==> images/met4.png <==
Supply wires on this layer in grey.
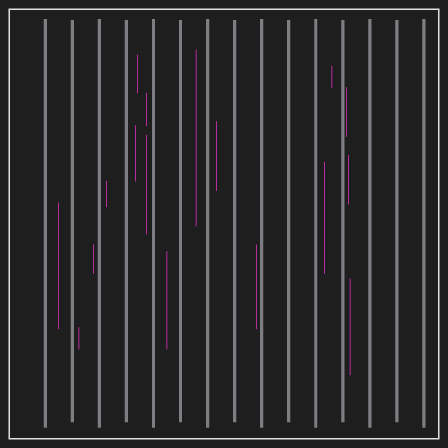
==> images/clock_map.png <==
The bar under the picture is 50 µm long.
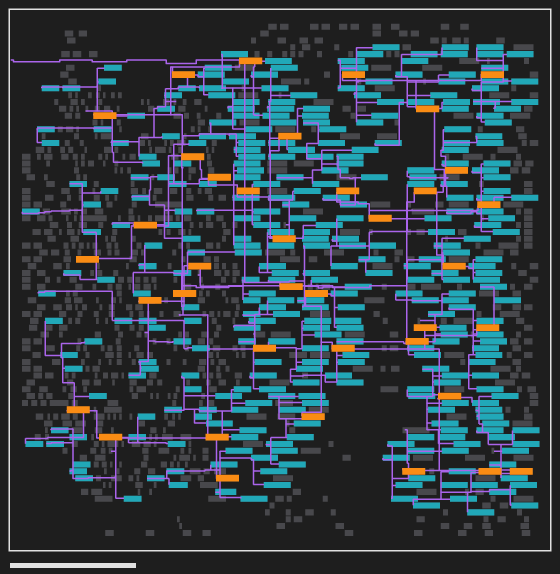
==> images/final_clocks.png <==
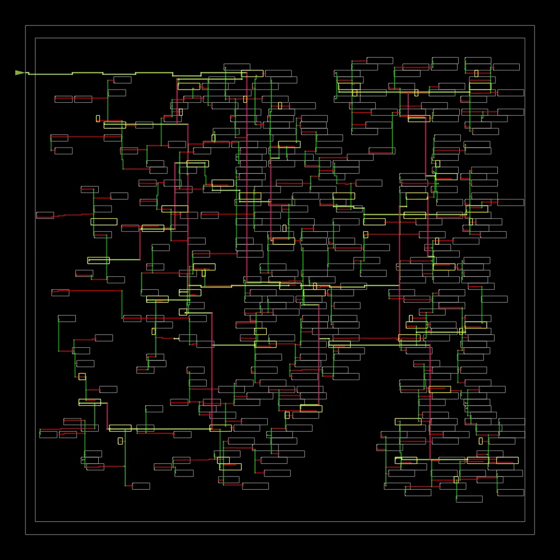
**config.mk**
```make
export PLATFORM = sky130hd
export DESIGN_NAME = instr_fetch_unit
export DESIGN_NICKNAME = d
export VERILOG_FILES = /design/src/rtl/instr_fetch_unit.sv
export SDC_FILE = /design/constraint.sdc
export NUM_CORES = 1
export LEC_CHECK = 0
export CAP_MARGIN = 20
export CELL_PAD_IN_SITES_DETAIL_PLACEMENT = 1
export CELL_PAD_IN_SITES_GLOBAL_PLACEMENT = 1
export CORE_MARGIN = 4
export CORE_UTILIZATION = 33
export DETAILED_ROUTE_END_ITERATION = 10
export PLACE_DENSITY_LB_ADDON = 0.2
export SYNTH_ARGS = -nofsm -noshare
export SYNTH_HDL_FRONTEND = slang
export SYNTH_SLANG_ARGS = --single-unit
```
**constraint.sdc**
```tcl
create_clock -name clk -period 4.5 [get_ports clk]
set_input_delay 0.45 -clock clk [delete_from_list [all_inputs] [get_ports clk]]
set_output_delay 0.45 -clock clk [all_outputs]
set_load 0.05 [all_outputs]
```
**src/rtl/instr_fetch_unit.sv**
```systemverilog
// ----------------------------------------------------------------------------
// instr_fetch_unit
//
// Front end of the single-issue core. Holds the fetch PC, issues
// word-addressed requests to instruction memory, and buffers returned
// instructions (each tagged with its PC) in a small FIFO for decode.
// A taken-branch redirect flushes the FIFO, marks every in-flight response
// as stale so it is dropped on return, and restarts fetch at the new PC.
//
// Ports:
//   clk             rising-edge clock
//   reset           synchronous, active-low reset
//   redirect_valid  taken branch/jump, load redirect_pc
//   redirect_pc     branch target
//   imem_req        request valid
//   imem_addr       request address (word address)
//   imem_ready      memory accepts the request this cycle
//   imem_rvalid     response valid (in order, latency >= 1)
//   imem_rdata      response instruction
//   out_valid       FIFO head valid
//   out_instr       head instruction
//   out_pc          head PC
//   out_ready       decode consumes the head
//
// Optional build macro:
//   FETCH_TRACE_EN  prints every FIFO push and every redirect.
// ----------------------------------------------------------------------------
module instr_fetch_unit #(
    parameter int ADDR_W = 32,
    parameter int DATA_W = 32,
    parameter int DEPTH  = 4
) (
    input  logic              clk,
    input  logic              reset,
    input  logic              redirect_valid,
    input  logic [ADDR_W-1:0] redirect_pc,
    output logic              imem_req,
    output logic [ADDR_W-1:0] imem_addr,
    input  logic              imem_ready,
    input  logic              imem_rvalid,
    input  logic [DATA_W-1:0] imem_rdata,
    output logic              out_valid,
    output logic [DATA_W-1:0] out_instr,
    output logic [ADDR_W-1:0] out_pc,
    input  logic              out_ready
);

    localparam int          PW    = (DEPTH > 1) ? $clog2(DEPTH) : 1;
    localparam int          CW    = PW + 1;
    localparam logic [CW:0] LIMIT = (CW + 1)'(DEPTH);

    typedef enum logic [1:0] {
        IDLE  = 2'd0,
        FETCH = 2'd1,
        FULL  = 2'd2
    } state_t;

    state_t            r_state;
    logic [ADDR_W-1:0] r_fetch_pc;
    logic [ADDR_W-1:0] r_resp_pc;
    logic [CW-1:0]     r_outstanding;
    logic [CW-1:0]     r_drop_cnt;
    logic [CW-1:0]     r_count;
    logic [PW-1:0]     r_wr_ptr;
    logic [PW-1:0]     r_rd_ptr;
    logic [ADDR_W-1:0] r_pc_mem    [DEPTH];
    logic [DATA_W-1:0] r_instr_mem [DEPTH];

    logic          w_credit;
    logic          w_req;
    logic          w_accept;
    logic          w_push;
    logic          w_drop;
    logic          w_valid;
    logic          w_pop;
    logic [CW-1:0] w_out_next;
    logic [CW-1:0] w_count_next;
    logic [CW:0]   w_total_next;

    // Credit: buffered entries plus in-flight requests must stay below DEPTH,
    // so every response that can come back is guaranteed a FIFO slot.
    assign w_credit = ({1'b0, r_count} + {1'b0, r_outstanding}) < LIMIT;

    // No request while a redirect is being taken or while reset is asserted.
    assign w_req    = reset && (r_state == FETCH) && w_credit && !redirect_valid;
    assign w_accept = w_req && imem_ready;

    // A response arriving with a redirect is stale by definition.
    assign w_drop   = imem_rvalid && (r_drop_cnt != '0);
    assign w_push   = imem_rvalid && (r_drop_cnt == '0) && !redirect_valid;

    assign w_valid  = reset && (r_count != '0);
    assign w_pop    = w_valid && out_ready && !redirect_valid;

    assign w_out_next   = r_outstanding + CW'(w_accept) - CW'(imem_rvalid);
    assign w_count_next = r_count + CW'(w_push) - CW'(w_pop);
    assign w_total_next = {1'b0, w_count_next} + {1'b0, w_out_next};

    assign imem_req  = w_req;
    assign imem_addr = r_fetch_pc;
    assign out_valid = w_valid;
    assign out_instr = w_valid ? r_instr_mem[r_rd_ptr] : '0;
    assign out_pc    = w_valid ? r_pc_mem[r_rd_ptr]    : '0;

    // Control state: PCs, counters, pointers, FSM.
    always_ff @(posedge clk) begin
        if (!reset) begin
            r_state       <= IDLE;
            r_fetch_pc    <= '0;
            r_resp_pc     <= '0;
            r_outstanding <= '0;
            r_drop_cnt    <= '0;
            r_count       <= '0;
            r_wr_ptr      <= '0;
            r_rd_ptr      <= '0;
        end else begin
            r_outstanding <= w_out_next;

            if (redirect_valid) begin
                // Everything still in flight after this edge is stale.
                r_fetch_pc <= redirect_pc;
                r_resp_pc  <= redirect_pc;
                r_drop_cnt <= w_out_next;
                r_count    <= '0;
                r_wr_ptr   <= '0;
                r_rd_ptr   <= '0;
                r_state    <= FETCH;
`ifdef FETCH_TRACE_EN
                $display("instr_fetch_unit: redirect to %d", redirect_pc);
`endif
            end else begin
                if (w_accept) begin
                    r_fetch_pc <= r_fetch_pc + 1'b1;
                end
                if (w_drop) begin
                    r_drop_cnt <= r_drop_cnt - 1'b1;
                end
                if (w_push) begin
                    r_resp_pc <= r_resp_pc + 1'b1;
                    r_wr_ptr  <= r_wr_ptr + 1'b1;
`ifdef FETCH_TRACE_EN
                    $display("instr_fetch_unit: pc = %d instr = %h", r_resp_pc, imem_rdata);
`endif
                end
                if (w_pop) begin
                    r_rd_ptr <= r_rd_ptr + 1'b1;
                end
                r_count <= w_count_next;

                // FULL is entered/left on the credit seen after this edge,
                // so there is no idle bubble when a slot frees up.
                case (r_state)
                    IDLE:    r_state <= FETCH;
                    FETCH:   if (w_total_next >= LIMIT) r_state <= FULL;
                    FULL:    if (w_total_next < LIMIT)  r_state <= FETCH;
                    default: r_state <= IDLE;
                endcase
            end
        end
    end

    // FIFO storage is data only and needs no reset.
    always_ff @(posedge clk) begin
        if (w_push) begin
            r_pc_mem[r_wr_ptr]    <= r_resp_pc;
            r_instr_mem[r_wr_ptr] <= imem_rdata;
        end
    end

endmodule
```
==> results.py <==
# Synthesis and PnR figures
metrics = {
    "floorplan": {
        "num_rows": 75,
        "fp_util_pct": 33.5,
        "coreArea_um2": 42100,
        "die_area_um2": 46100,
        "die_h_um": 215,
    },
    "clocking": {
        "postCtsSetupRepairBufs": 0,
        "clk_root_buffer_cell": "clkbuf_16",
        "cts_sinks": 337,
        "cts_tree": "built",
        "postCtsHoldBufs": 0,
        "htreeDepth": 2,
        "ctsResizeCount": 0,
        "clock_path_buffers": 3,
    },
    "worst_setup_path": {
        "critical_path.slowest_cell": "or4_4",
        "path_delay_family": "adder cells",
        "worstSetupPathType": "reg -> reg",
        "rrSetupSlack_ns": 0.28,
        "rr_startpoint": "r_count[1]",
        "critical_path.most_common_cell": "ha_1",
        "cp_max_fo": 12,
        "cp-start-kind": "flip-flop",
        "cp.required_ns": 4.96,
    },
    "status": {
        "status": "finished, final reports clean",
    },
    "synth": {
        "ys_sh_aoi_pct": 5.73,
        "edf_count": 256,
        "synth-adder-area-share_pct": 1.77,
        "syn_area_um2": 14100,
        "synthTopCellsByArea": "edfxtp_1, dfxtp_1, mux4_2",
        "ys_area_um2": 14100,
        "top_cell": "edfxtp_1",
        "async_reset_ff_share_pct": 0,
        "ys_seq_share_pct": 66.0,
        "flop_cell": "edfxtp_1",
        "syn_inst": 962,
        "simple_gate_share_pct": 11.1,
        "yosys_warnings": 0,
        "avgSynthCellArea_um2": 14.7,
        "common_cells": "edfxtp_1, and3_1, dfxtp_1",
        "fp_nets": 1050,
    },
    "route": {
        "viasPerCell": 5.18,
        "highest_layer": "met4",
        "dr_wl_met2_mm": 16.6,
        "drt_iter0_markers": 511,
        "first_pass_iters": 4,
        "drt-met1-wl_mm": 17.8,
        "wl_per_cell_um": 21.5,
        "ant_nets": 0,
    },
    "timing": {
        "min_period_ns": 4.22,
        "fin_crit_sh_pct": 93.8,
        "fmax_ghz": 0.237,
        "finalSetupTns_ns": 0,
        "finalHoldViolCount": 0,
        "timing.final.ws_setup_ns": 0.279,
        "finalSetupViolations": 0,
        "worst_slew_pin_slew_ns": 0.967,
    },
    "power": {
        "pwr-share-seq_pct": 49.2,
        "internal-power_mw": 5.56,
        "cellLeakagePower_nw": 6.01,
        "power-top-group": "sequential cells",
        "ir_drop_mv": 0.222,
        "p_comb_share_pct": 9.7,
        "pg_seq_mw": 3.58,
        "powerDensity_nw_per_um2": 411,
        "powerComb_mw": 0.703,
        "switchingPower_mw": 1.72,
    },
    "finish": {
        "drive_above_1_share_pct": 13.7,
        "num_antenna_cells": 0,
        "area_delta_synth_final_pct": 25.7,
        "nets": 1226,
        "fin_cells": 1705,
        "final_common_cell": "edfxtp_1",
    },
    "run": {
        "max-cap-violations": 0,
        "tool_warnings": 30,
    },
    "global_routing": {
        "grt_usage_pct": 15.8,
        "antenna_found_initial": 0,
        "grt_pass1_vias": 9293,
        "globalRoute.totalOverflow": 0,
        "grt_max_degree": 74,
    },
    "min_path": {
        "hold_end": "r_count[1]",
        "min_from": "reset",
    },
    "placement": {
        "dp_hpwl_mm": 23.5,
        "dpl_worst_slack_ns": 0.192,
        "place_congestion": 0.769,
    },
}
## Picture notes: met4.png
main direction	vertical
longest straight run	88.4 µm
share of all routed wire	1.6%
total number of vias: 8831
WL final: 36.6 mm

## Picture notes: clock_map.png
[cells driving clock nets] orange | count: 38
[clock wires] purple | length: 4480 µm
[flip-flops] cyan | count: 337
flops lie	spread over the die

## Picture notes: final_clocks.png
clock group power: 3.00 mW
Clock Skew: 0.0159 ns

through the flow:
| step | hold WS, ns | utilization [%] | power [mW] | instance area (µm²) |
|---|---|---|---|---|
| 3_3_place_gp | 0.480 | 39.2 | 4.35 | 16500 |
| 6_report | 0.466 | 42.1 | 7.28 | 17700 |
| 4_1_cts | 0.447 | 42.1 | 7.40 | 17700 |
| 2_1_floorplan | 0.466 | - | 4.05 | 14100 |
| 3_5_place_dp | 0.486 | 39.2 | 4.36 | 16500 |
| 5_1_grt | 0.473 | 42.1 | 7.61 | 17700 |
routing by layer:
layer	GRT usage (%)	up-vias
li1	-	4111
met1	23.0	4489
met2	24.5	190
met3	3.22	41
met4	3.52	0
met5	0	-
area by class of cell:
| cell class | count | area [µm²] |
|---|---|---|
| Clock buffer | 53 | 1050 |
| Clock inverter | 15 | 151 |
| Fill cell | 4259 | 24400 |
| Inverter | 22 | 82.6 |
| Multi-Input combinational cell | 545 | 4490 |
| Sequential cell | 337 | 9310 |
| Tap cell | 539 | 674 |
| Timing Repair Buffer | 194 | 1960 |
registers in the layout, summed over array words and instances, names as in the netlist, named ones only:
name and flops:
r_outstanding 3, r_rd_ptr 2, r_instr_mem 128, r_drop_cnt 3, r_state 2, imem_addr 32
r_pc_mem 128, r_resp_pc 32, r_wr_ptr 2, r_count 3
worst register-to-register path, stage by stage, from the launching register on:
cell	delay (ns)
dfxtp_1	0.36
ha_1	0.22
or4_4	0.49
nor4_4	0.28
and2_4	0.23
inv_2	0.10
ha_1	0.28
inv_1	0.06
ha_1	0.13
inv_1	0.04
fa_1	0.37
xor2_1	0.16
xnor2_1	0.24
inv_1	0.08
ha_1	0.29
nor4_1	0.44
maj3_1	0.28
o21a_1	0.10
Power figures rest on the tool's default switching activity, not on a simulated workload.
